run_1/clk_routes.png
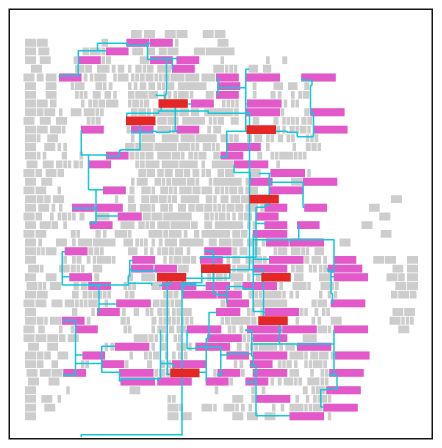
run_1/power_grid.png
Pins as bars on the die edge. Tap cells in gray.
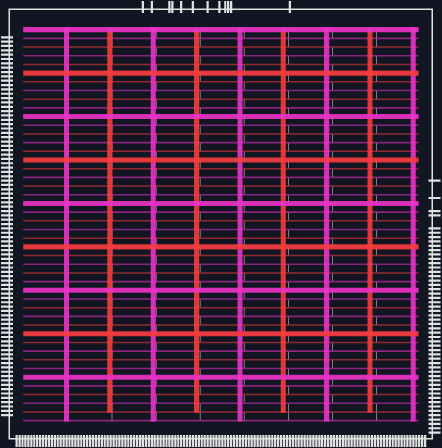
run_1/flops_by_reg.png
Other sequential cells in the stronger gray, the rest of the logic in the fainter gray.
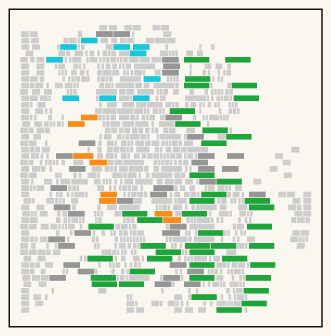
run_1/placement_by_type.png
The bar under the picture is 50 microns long.
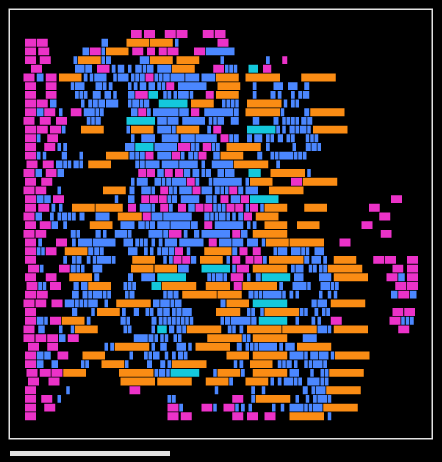
==> config.mk <==
export PLATFORM = sky130hd
export DESIGN_NAME = hit_judge
export DESIGN_NICKNAME = d
export VERILOG_FILES = /design/src/rtl/hit_judge.sv
export SDC_FILE = /design/constraint.sdc
export NUM_CORES = 1
export LEC_CHECK = 0
export ABC_AREA = 1
export CAP_MARGIN = 20
export CORE_AREA = 4 4 128 130
export DETAILED_ROUTE_END_ITERATION = 10
export DIE_AREA = 0 0 132 134
export PLACE_DENSITY = 0.73
export REMOVE_ABC_BUFFERS = 1
export SLEW_MARGIN = 20
export SYNTH_ARGS = -nofsm -noshare
export SYNTH_HDL_FRONTEND = slang
export SYNTH_SLANG_ARGS = --single-unit
==> constraint.sdc <==
create_clock -name clk -period 3.45 [get_ports clk]
set_input_delay 0.345 -clock clk [delete_from_list [all_inputs] [get_ports clk]]
set_output_delay 0.345 -clock clk [all_outputs]
set_load 0.05 [all_outputs]
==> src/rtl/hit_judge.sv <==
// Press-side judge: synchronises the lane keys, edge-detects, applies a per-lane lockout and classifies
// the note window. It drives the event pulses, score and miss count. Define COMBO_EN to add the combo counter.
module hit_judge #(
    parameter int SCORE_W     = 10,
    parameter int GOAL_PTS    = 3,
    parameter int NEAR_PTS    = 1,
    parameter int LOCKOUT_CYC = 1024
) (
    input  logic                  clk,
    input  logic                  reset,
    input  logic [3:0]            key,
    input  logic [15:0][15:0]     pixels,
    output logic                  goal1,
    output logic                  goal2,
    output logic                  goal3,
    output logic                  goal4,
    output logic                  upN1,
    output logic                  upN2,
    output logic                  upN3,
    output logic                  upN4,
    output logic                  downN1,
    output logic                  downN2,
    output logic                  downN3,
    output logic                  downN4,
    output logic [SCORE_W-1:0]    score,
    output logic [7:0]            miss_cnt
`ifdef COMBO_EN
    ,
    output logic [7:0]            combo
`endif
);

    localparam int LW    = $clog2(LOCKOUT_CYC + 1);
    localparam int SUM_W = SCORE_W + 8;

    typedef enum logic [1:0] {
        J_MISS,
        J_GOAL,
        J_UP,
        J_DOWN
    } judge_t;

    logic [3:0]    s1, s2, s3;
    logic [3:0]    press_edge;
    logic [3:0]    accept;
    logic [LW-1:0] lock_cnt [4];
    judge_t        kind_next [4];
    judge_t        j_kind [4];
    logic [3:0]    j_valid;

    logic [3:0]    goal_v, up_v, down_v, miss_v;
    logic [3:0]    goal_q, up_q, down_q;
    logic [2:0]    goal_n, near_n, miss_n;
    int            gpts;
    logic [SUM_W-1:0]   score_sum;
    logic [SCORE_W-1:0] score_next;
    logic [8:0]    miss_sum;
    logic [7:0]    miss_next;
`ifdef COMBO_EN
    logic [7:0]    combo_next;
`endif

    // Lane n's 2x4 window covers rows row and row+1 over columns 12-4*(n-1) .. 15-4*(n-1).
    function automatic logic zone_hit(input logic [15:0][15:0] px,
                                      input int unsigned row,
                                      input int unsigned lane);
        int unsigned base;
        base = 12 - 4 * lane;
        return (|px[row][base +: 4]) | (|px[row + 1][base +: 4]);
    endfunction

    always_ff @(posedge clk) begin
        if (reset) begin
            s1 <= '0;
            s2 <= '0;
            s3 <= '0;
        end else begin
            s1 <= key;
            s2 <= s1;
            s3 <= s2;
        end
    end

    assign press_edge = s2 & ~s3;

    always_comb begin
        accept = '0;
        for (int unsigned i = 0; i < 4; i++) begin
            accept[i] = press_edge[i] && (lock_cnt[i] == '0);
            if (zone_hit(pixels, 2, i))
                kind_next[i] = J_GOAL;
            else if (zone_hit(pixels, 0, i))
                kind_next[i] = J_UP;
            else if (zone_hit(pixels, 4, i))
                kind_next[i] = J_DOWN;
            else
                kind_next[i] = J_MISS;
        end
    end

    always_ff @(posedge clk) begin
        for (int unsigned i = 0; i < 4; i++) begin
            if (reset)
                lock_cnt[i] <= '0;
            else if (accept[i])
                lock_cnt[i] <= LW'(LOCKOUT_CYC);
            else if (lock_cnt[i] != '0)
                lock_cnt[i] <= lock_cnt[i] - 1'b1;
        end
    end

    // Judgement is captured on the accept cycle; the pulse stage follows one cycle later.
    always_ff @(posedge clk) begin
        if (reset) begin
            j_valid <= '0;
            for (int unsigned i = 0; i < 4; i++)
                j_kind[i] <= J_MISS;
        end else begin
            j_valid <= accept;
            for (int unsigned i = 0; i < 4; i++)
                j_kind[i] <= kind_next[i];
        end
    end

    always_comb begin
        goal_v = '0;
        up_v   = '0;
        down_v = '0;
        miss_v = '0;
        goal_n = '0;
        near_n = '0;
        miss_n = '0;
        for (int unsigned i = 0; i < 4; i++) begin
            goal_v[i] = j_valid[i] && (j_kind[i] == J_GOAL);
            up_v[i]   = j_valid[i] && (j_kind[i] == J_UP);
            down_v[i] = j_valid[i] && (j_kind[i] == J_DOWN);
            miss_v[i] = j_valid[i] && (j_kind[i] == J_MISS);
            if (goal_v[i])
                goal_n = goal_n + 3'd1;
            if (up_v[i] || down_v[i])
                near_n = near_n + 3'd1;
            if (miss_v[i])
                miss_n = miss_n + 3'd1;
        end
    end

    always_comb begin
`ifdef COMBO_EN
        gpts = (combo >= 8'd4) ? 2 * GOAL_PTS : GOAL_PTS;
        combo_next = combo;
        if (near_n != '0 || miss_n != '0)
            combo_next = '0;
        else if (goal_n != '0 && combo != 8'hff)
            combo_next = combo + 8'd1;
`else
        gpts = GOAL_PTS;
`endif
        score_sum = SUM_W'(score)
                  + SUM_W'(goal_n) * SUM_W'(gpts)
                  + SUM_W'(near_n) * SUM_W'(NEAR_PTS);
        score_next = (score_sum[SUM_W-1:SCORE_W] != '0) ? '1 : score_sum[SCORE_W-1:0];
        miss_sum   = {1'b0, miss_cnt} + 9'(miss_n);
        miss_next  = miss_sum[8] ? 8'hff : miss_sum[7:0];
    end

    always_ff @(posedge clk) begin
        if (reset) begin
            goal_q   <= '0;
            up_q     <= '0;
            down_q   <= '0;
            score    <= '0;
            miss_cnt <= '0;
`ifdef COMBO_EN
            combo    <= '0;
`endif
        end else begin
            goal_q   <= goal_v;
            up_q     <= up_v;
            down_q   <= down_v;
            score    <= score_next;
            miss_cnt <= miss_next;
`ifdef COMBO_EN
            combo    <= combo_next;
`endif
        end
    end

    assign goal1  = goal_q[0];
    assign goal2  = goal_q[1];
    assign goal3  = goal_q[2];
    assign goal4  = goal_q[3];
    assign upN1   = up_q[0];
    assign upN2   = up_q[1];
    assign upN3   = up_q[2];
    assign upN4   = up_q[3];
    assign downN1 = down_q[0];
    assign downN2 = down_q[1];
    assign downN3 = down_q[2];
    assign downN4 = down_q[3];

endmodule

==> run notes, run 1 <==
The following summarizes the physical implementation.

Status
The run finished, with violations left. The final reports fail on negative setup slack.

Final timing
The final critical path takes up 101% of the cycle. The setup clock skew after layout is just under 0.009 ns. The worst hold slack is between 0.4 and 0.5 ns. Setup slack on the critical path of the routed design comes to -0.0192 ns. The slew at the pin closest to its max-slew limit is around 0.67 ns.

The end-of-flow timing check tallies setup violations at 1. The setup total negative slack is -0.0192 ns. The max-slew headroom at the worst pin is a little under three fifths.

Setup path
The worst register-to-register path ends at score[7]. The top cell family by delay on the critical path is adder cells. The worst setup path endpoint is score[7].

The largest fanout on the critical path is 4. The type of origin of the critical path is a flop. The flop-to-flop setup slack is -0.02 ns. The number of gates on the worst path with buffers counted is 22. The launch point of the critical path is j_valid[0].

Looking at the setup timing report, the critical path kind is reg2reg.

Finish
The number of non-clock buffers in the layout is roughly 190. The finished design was reported to have a net count of 1162. The number of multi-input logic gates is 471. According to the cell report, flip-flops and latches in the layout number between 90 and 100. Per the cell usage report, the commonest logic cell in the layout is sky130_fd_sc_hd__clkdlybuf4s50_1. Cells fill between 50 and 60% of the core in the end. The non-filler instance count after layout is 1061. The number of diodes is 0. The area taken by multi-input logic gates is 0.00292 sq mm.

Summing all flip-flop and latch instances after layout gives ~0.0024 sq mm.

Routing
The routed design uses around 6.1 mm of met2 wire. The detailed-routed wire length on met3 is around 910 microns. The average routed wire per standard cell is around 12 microns. The detailed-routing iteration count for the pre-antenna-repair pass is 4. The count of vias placed by the detailed router is between 4k and 5k. After detailed routing, no signal wire sits above met4. The number of design rule violations left after detail routing is 0.

Yosys
In the Yosys stats the netlist draws on 39 distinct library cells. By count the netlist is led by 125 x sky130_fd_sc_hd__nor2_1, 120 x sky130_fd_sc_hd__nand2_1, 98 x sky130_fd_sc_hd__inv_1, 54 x sky130_fd_sc_hd__dfxtp_1, 44 x sky130_fd_sc_hd__edfxtp_1. Of the synthesized area, sequential elements account for 44.3%.

The aoi/oai-family share of the synthesized area is 5.03%. The share of synthesized cell area in full adder, half adder and majority cells is 7.94%. The synthesis report lists the most area-consuming cells as sky130_fd_sc_hd__edfxtp_1 24%, sky130_fd_sc_hd__dfxtp_1 20%, sky130_fd_sc_hd__nor2_1 8.7%. In the synthesized netlist, the dominant kind of combinational cell is simple AND/OR/NAND/NOR gates.

The area share of the leading cell type in the synthesized netlist is between 20% and 30%. The synthesis stats list as the most numerous cell sky130_fd_sc_hd__nor2_1. The area of the mapped netlist is roughly 0.0054 sq mm. The total cells reported by yosys after synthesis is approximately 680.

Yosys reported that registers with async set or reset make up 0%.

Placed design
In this run, placement finished with an instance count of between 1k and 1.5k. Note, the detailed placer reported a final HPWL of approximately 9.7 mm.

Global routing
The pin count of the biggest net entering global routing is 37. Routing resource usage on met1 recorded by global route was 17.3%. The met3 track demand over resource in global routing is roughly 3.6%. The initial antenna violation count is 0. The first global-routing pass estimated 20.6 mm of wire.

Clocking
Buffers inserted to repair hold after CTS numbered 0. In this run, post-CTS repair resized a total of 32 instances. Clock tree synthesis selected as its root buffer the cell sky130_fd_sc_hd__clkbuf_16. The TritonCTS clock tree is done. The number of post-CTS setup repair buffers is 10. The clock buffer count from CTS is 9. Per the post-CTS timing run, clock transition at the registers of the reported paths is roughly 0.070 ns.

Pwr
The combinational cell power is between 1000 and 1500 uW. The total internal power is between 2000 and 3000 uW. The net switching component of the power is around 1200 uW. Of the total power, the clock network draws 28.7%. Per the summary, power density relative to cell area is between 400 and 500 mW/mm^2. Clock network power for this build is between 1000 and 1500 uW.

The power report attributes to the sequential group a share of 43.6%. Combinational logic burns between 20% and 30% of the power.

Worst hold path
Counting instances, the worst hold path has a depth of 2. The startpoint of the worst hold path is s1[2].

Die
After floorplanning, the core was sized to cover 0.0151 sq mm. The number of tap instances is 188. The number of placed I/O pins is 292.

Run
The tool warning count for the run is 189. The tool flagged a number of max-cap violations equal to 0.
Notes on clk_routes.png above:
Key: flip-flops = magenta [count 98]; clock wires = cyan [length 1160 microns]; clock drivers = red [count 9]
There are 10 routed clock nets.

Notes on power_grid.png above:
Key: VDD = red; VSS = magenta
9 straps on met4. 292 signal pins sit on the boundary. 188 tap cells.

Notes on flops_by_reg.png above:
Key: lock_cnt = green [flops 44]; j_kind = orange [flops 8]; score = cyan [flops 10]
Another 36 sequential cells are not colored.

Notes on placement_by_type.png above:
Key: flops = orange [cells 98, share of their area 31%]; combinational and other logic = blue [cells 573, share of their area 42%]; clock drivers and dummy loads = cyan [cells 16, share of their area 4.1%]; other buffers and delay cells = magenta [cells 186, share of their area 22%]

run_1/congestion.png
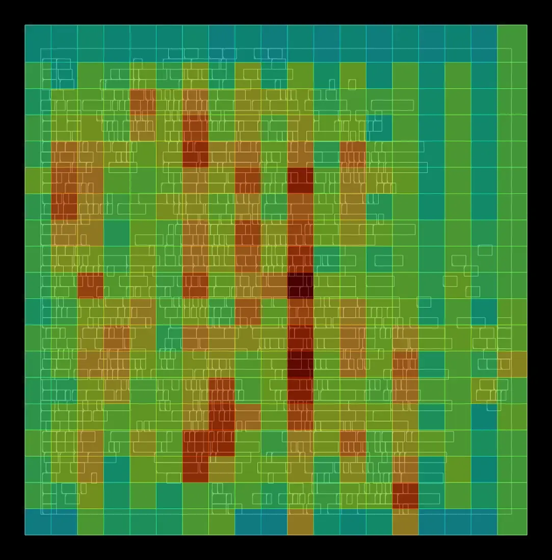

==> inputs of run 2 (changes only) <==
--- a/config.mk
+++ b/config.mk
@@ -7,10 +7,10 @@
 export LEC_CHECK = 0
 export ABC_AREA = 1
 export CAP_MARGIN = 20
-export CORE_AREA = 4 4 128 130
+export CORE_AREA = 4 4 118 120
 export DETAILED_ROUTE_END_ITERATION = 10
-export DIE_AREA = 0 0 132 134
-export PLACE_DENSITY = 0.73
+export DIE_AREA = 0 0 122 124
+export PLACE_DENSITY = 0.82
 export REMOVE_ABC_BUFFERS = 1
 export SLEW_MARGIN = 20
 export SYNTH_ARGS = -nofsm -noshare
==> constraint.sdc (replaced) <==
create_clock -name clk -period 4.5 [get_ports clk]
set_input_delay 0.45 -clock clk [delete_from_list [all_inputs] [get_ports clk]]
set_output_delay 0.45 -clock clk [all_outputs]
set_load 0.05 [all_outputs]
run_2/congestion.png
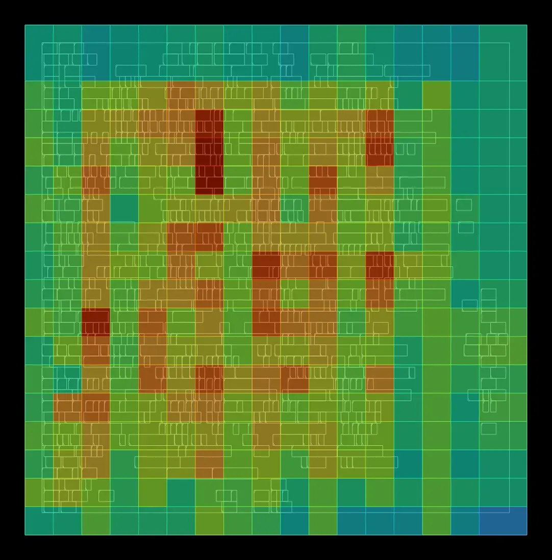
Final Util: 55.7%
met3 GRT Util: 4.04%

run_2/placement_by_type.png
The bar under the picture is 20 microns long.
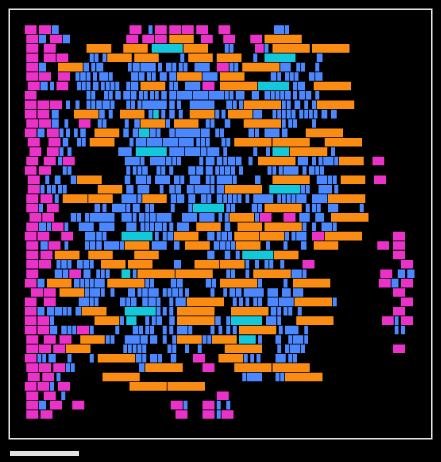
Key: clock drivers and dummy loads = cyan [cells 16, share of their area 4.4%]; other buffers and delay cells = magenta [cells 132, share of their area 19%]; combinational and other logic = blue [cells 573, share of their area 43%]; flops = orange [cells 98, share of their area 34%]

==> run notes, run 2 <==
The following summarizes the physical implementation.

Clocking
The number of post-CTS setup repair buffers is 0. The number of gates resized after CTS was 0. TritonCTS built the clock tree. The hold buffer count at cts is 0.

CTS added clock buffers totalling 9. The cell sitting at the root of the clock tree is a sky130_fd_sc_hd__clkbuf_16.

Yosys
Sorting the synthesized cells by area gives the leading types as sky130_fd_sc_hd__edfxtp_1 24%, sky130_fd_sc_hd__dfxtp_1 20%, sky130_fd_sc_hd__nor2_1 8.7%. Of the synthesized area, sequential elements account for about 44%. The area share of the leading cell type in the synthesized netlist is between 20% and 30%. The aoi/oai-family share of the synthesized area is under 10%.

The synthesized netlist was found by Yosys to have 678 cells. Yosys reported that registers with async set or reset make up 0%. The cell area that synthesis handed to floorplanning was roughly 0.0054 sq mm.

sky130_fd_sc_hd__nor2_1 is the most common cell in the netlist. The largest family of logic cells by area is simple AND/OR/NAND/NOR gates.

Die
The number of placed I/O pins is between 200 and 300. During tapcell insertion the tool placed roughly 180 well taps. The total area inside the core boundary comes to around 0.013 sq mm.

Routing
TritonRoute reported its final design rule violation total as 0. The detailed-routed wire length on met3 is 895 microns. The total length of routed met2 wires is between 5 and 6 mm.

The detailed-routing iteration count for the pre-antenna-repair pass is 4. Routed signal wires occupy layers up through met4. The count of vias placed by the detailed router is between 4k and 5k.

Run
The number of max-cap violations is 0.

Final timing
The share of the clock period used by the worst path after layout is about nine tenths. At the pin with the least slew margin, the transition time is 0.608 ns. The final setup slack of the worst path is approximately 0.40 ns. The worst hold slack is 0.395 ns. The max-slew headroom at the worst pin is 59.4%.

Pwr
The share of total power dissipated in sequential elements is around 44%. The clock share of power is 28.1%. Power attributed to combinational cells is about 770 uW. The flow reports that combinational logic draws between 20% and 30% of the design power. The ratio of total power to cell area is a little under 400 mW/mm^2.

Status
The flow ran to the end, and the final reports show no timing, DRC or antenna violations.

Setup path
The largest fanout on the critical path is 6. The type of origin of the critical path is a flop. The worst setup path is of the reg2reg kind.

In this run the worst setup path terminates at score[0]. According to the timing report, the critical path is launched from j_kind[1][1].

Finish
The final net count is approximately 1.1k. The area taken by multi-input logic gates is 0.00260 sq mm. The number of diodes is 0.

The number of multi-input logic gates is between 400 and 500. The number of non-clock buffers in the layout is around 130.

Placed design
The HPWL after detailed placement is 9.12 mm.

Worst hold path
The cell depth of the worst hold path is 2.

Global routing
Entering global routing, the biggest net connects 37 pins.
run_2/flops_by_reg.png
Other sequential cells in the stronger gray, the rest of the logic in the fainter gray.
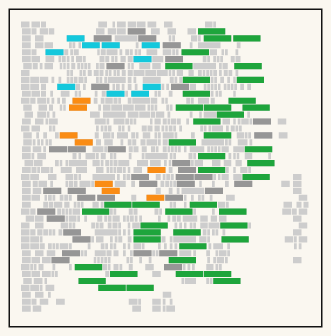
register area: 0.00240 sq mm
reported sequential group power: 1230 uW
share of the final layout cell area in sequential cells: 33.2%

run_2/power_grid.png
Pins as bars on the die edge. Tap cells in gray.
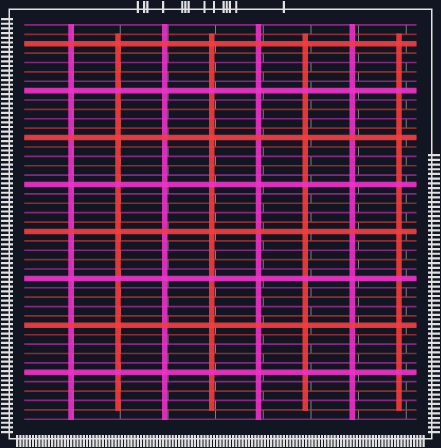

==> inputs of run 3 (changes only) <==
--- a/config.mk
+++ b/config.mk
@@ -7,9 +7,9 @@
 export LEC_CHECK = 0
 export ABC_AREA = 1
 export CAP_MARGIN = 20
-export CORE_AREA = 4 4 118 120
+export CORE_AREA = 2 2 162 85
 export DETAILED_ROUTE_END_ITERATION = 10
-export DIE_AREA = 0 0 122 124
+export DIE_AREA = 0 0 164 87
 export PLACE_DENSITY = 0.82
 export REMOVE_ABC_BUFFERS = 1
 export SLEW_MARGIN = 20
run_3/power_grid.png
Pins as bars on the die edge. Tap cells in gray.
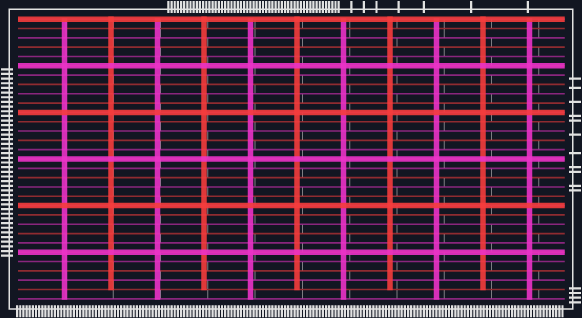
highest ir drop seen on vdd: 210 uV
Vert. Die Dim: 87 microns
die span in x: 164 microns

run_3/placement_by_type.png
The bar under the picture is 50 microns long.
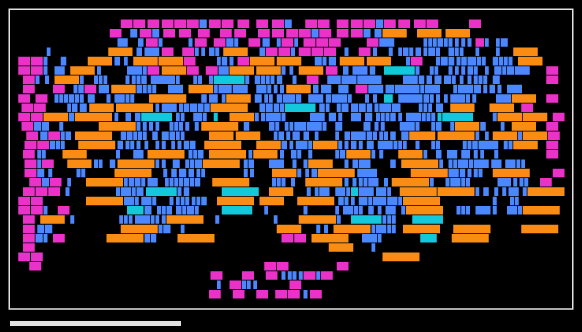
Key: flops = orange [cells 98, share of their area 34%]; other buffers and delay cells = magenta [cells 132, share of their area 19%]; clock drivers and dummy loads = cyan [cells 16, share of their area 4.3%]; combinational and other logic = blue [cells 573, share of their area 43%]

==> run notes, run 3 <==
The following summarizes the physical implementation.

Yosys
The cell type contributing the most total cell area after synthesis is sky130_fd_sc_hd__edfxtp_1. The number of cells reported by Yosys stat comes to a little under 700. The share of the Yosys chip area taken by registers is approximately 44%.

After synthesis, the most frequently instantiated cells are 125 x sky130_fd_sc_hd__nor2_1, 120 x sky130_fd_sc_hd__nand2_1, 98 x sky130_fd_sc_hd__inv_1, 54 x sky130_fd_sc_hd__dfxtp_1, 44 x sky130_fd_sc_hd__edfxtp_1. The aoi/oai-family share of the synthesized area is under 10%. The mapped netlist covers between 0.005 and 0.006 sq mm. The most frequently used cell type in the post-synthesis netlist is sky130_fd_sc_hd__nor2_1.

Among the non-sequential cells, simple AND/OR/NAND/NOR gates take the most area. Per the synthesis report, the single largest cell type by area occupies roughly 24% of cell area. The share of synthesized cell area in full adder, half adder and majority cells is 7.94%. The fraction of registers with async set/reset is 0%.

Counting distinct cell types in the post-synthesis netlist gives 39. Yosys attributes the largest share of cell area to sky130_fd_sc_hd__edfxtp_1 24%, sky130_fd_sc_hd__dfxtp_1 20%, sky130_fd_sc_hd__nor2_1 8.7%.

Worst hold path
In the hold timing report, the worst path depth is 2. Per the hold report, the tightest min-delay path originates at s1[0].

Global routing
The wire length of the first global-routing pass is about 20 mm. The met1 global-route usage is roughly 26%. met3 track demand over resource after global routing is under 10%.

Entering global routing, the biggest net connects 37 pins. The number of global-route vias before repair is ~4.4k. The initial antenna violation count is 0.

Pwr
Per the summary, power density relative to cell area is 386 mW/mm^2. The combinational fraction of design power is 27.7%. The clock share of power is around 28%. The power attributed to the clock group is a little under 800 uW. The sequential power reported by the tool is around 1200 uW.

The analysis attributes to net switching a power of 871 uW. The internal power of the cells totals roughly 1900 uW. The combinational power reported by the tool is slightly below 800 uW. The fraction of power consumed by sequential logic is 44.1%.

Finish
Per the layout area report, the combinational gate area comes to 0.00261 sq mm. The plain and repair buffers instantiated in the layout total approximately 130. The share of the final layout cell area in sequential cells is between 30% and 40%.

The largest register by flop count is lock_cnt. Of the cells placed in the final design, the portion with a size suffix greater than 1 is 6.35%. The repair_antennas step left the layout with diodes totalling 0. The design has slightly below 100 sequential cells. The final design was reported to hold multi-input combinational gates totalling 471. The top logic cell by instance count in the layout is sky130_fd_sc_hd__clkdlybuf4s50_1.

For this run, the share of the core covered by cells in the final layout is a little under three fifths. The layout report lists the combined flip-flop and latch area as 0.00240 sq mm. The final report gives the standard cell area, fillers excluded, as 0.00724 sq mm.

At the end of the flow, the number of nets in the layout was between 1k and 1.5k. The non-filler instance count after layout is approximately 1000.

Die
The number of placed I/O pins is 292. The number of tap instances is approximately 180. According to the floorplan report, the placeable core area is between 0.01 and 0.015 sq mm.

Placed design
The port buffer count is about 130. The HPWL after detailed placement is 9.68 mm. The detailed placer reported the number of placed instances as just under 1k. The final weighted congestion recorded by global placement is ~0.9.

Clocking
The timing report gives the clock slew at the launch and capture registers of the worst setup and hold paths as approximately 0.070 ns. The hold buffer count at cts is 0. Buffers added to address setup during post-CTS repair amount to 0. The TritonCTS clock tree is done. The root cell of the clock tree is sky130_fd_sc_hd__clkbuf_16. The clock buffer count from CTS is 9. The quantity of gates resized following cts is 0.

Status
The flow ran to the end, and the final reports show no timing, DRC or antenna violations.

Final timing
For the final database, setup skew stands at around 0.010 ns. OpenROAD reports that the post-layout worst path occupies between 90% and 100% of the period. Measured against its own limit, the worst slew margin works out to about 60%. In the final report, the number of hold violations comes to 0. The transition time recorded at the tightest slew-check pin is around 0.60 ns.

Summed over all failing endpoints, the final setup total negative slack is 0 ns. The count of final setup violators is 0. The critical path in the final layout is reported with a setup slack of slightly below 0.4 ns. Pins over their slew limit in the final report were tallied at 0. Hold timing on the final database bottoms out at a slack of 0.406 ns.

Setup path
The flop-to-flop setup slack is around 0.39 ns. All stages included, the depth of the critical timing path comes to 23. The kind of critical path is reg2reg. The endpoint of the most critical register-to-register path is score[2]. The launch point of the critical path was reported as j_valid[1]. The worst setup path is launched from a flop. The top cell family by delay on the critical path is adder cells.

The report shows a maximum critical-path fanout of 6. The worst setup path endpoint is score[2].

Routing
For this run, the detailed router's first-pass iteration total came to 5. TritonRoute reported its final design rule violation total as 0. The routed layout has ~4.7k vias. The top routing layer in use is met4.

The detailed-routed wire length on met3 is 717 microns. Per the detail_route report, routed wire per instance is 12.5 microns. The total length of routed met2 wires is 5.19 mm.

Run
The number of max-cap violations is 0. The count of tool warnings is approximately 190.
run_3/flops_by_reg.png
Other sequential cells in the stronger gray, the rest of the logic in the fainter gray.
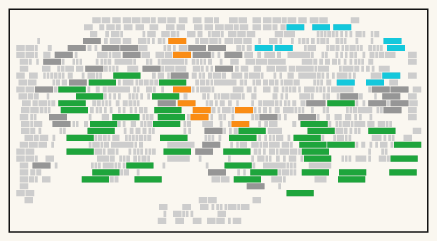
Key: j_kind = orange [flops 8, where middle]; lock_cnt = green [flops 44]; score = cyan [flops 10, where top right]

Power and IR drop assume default switching activity.
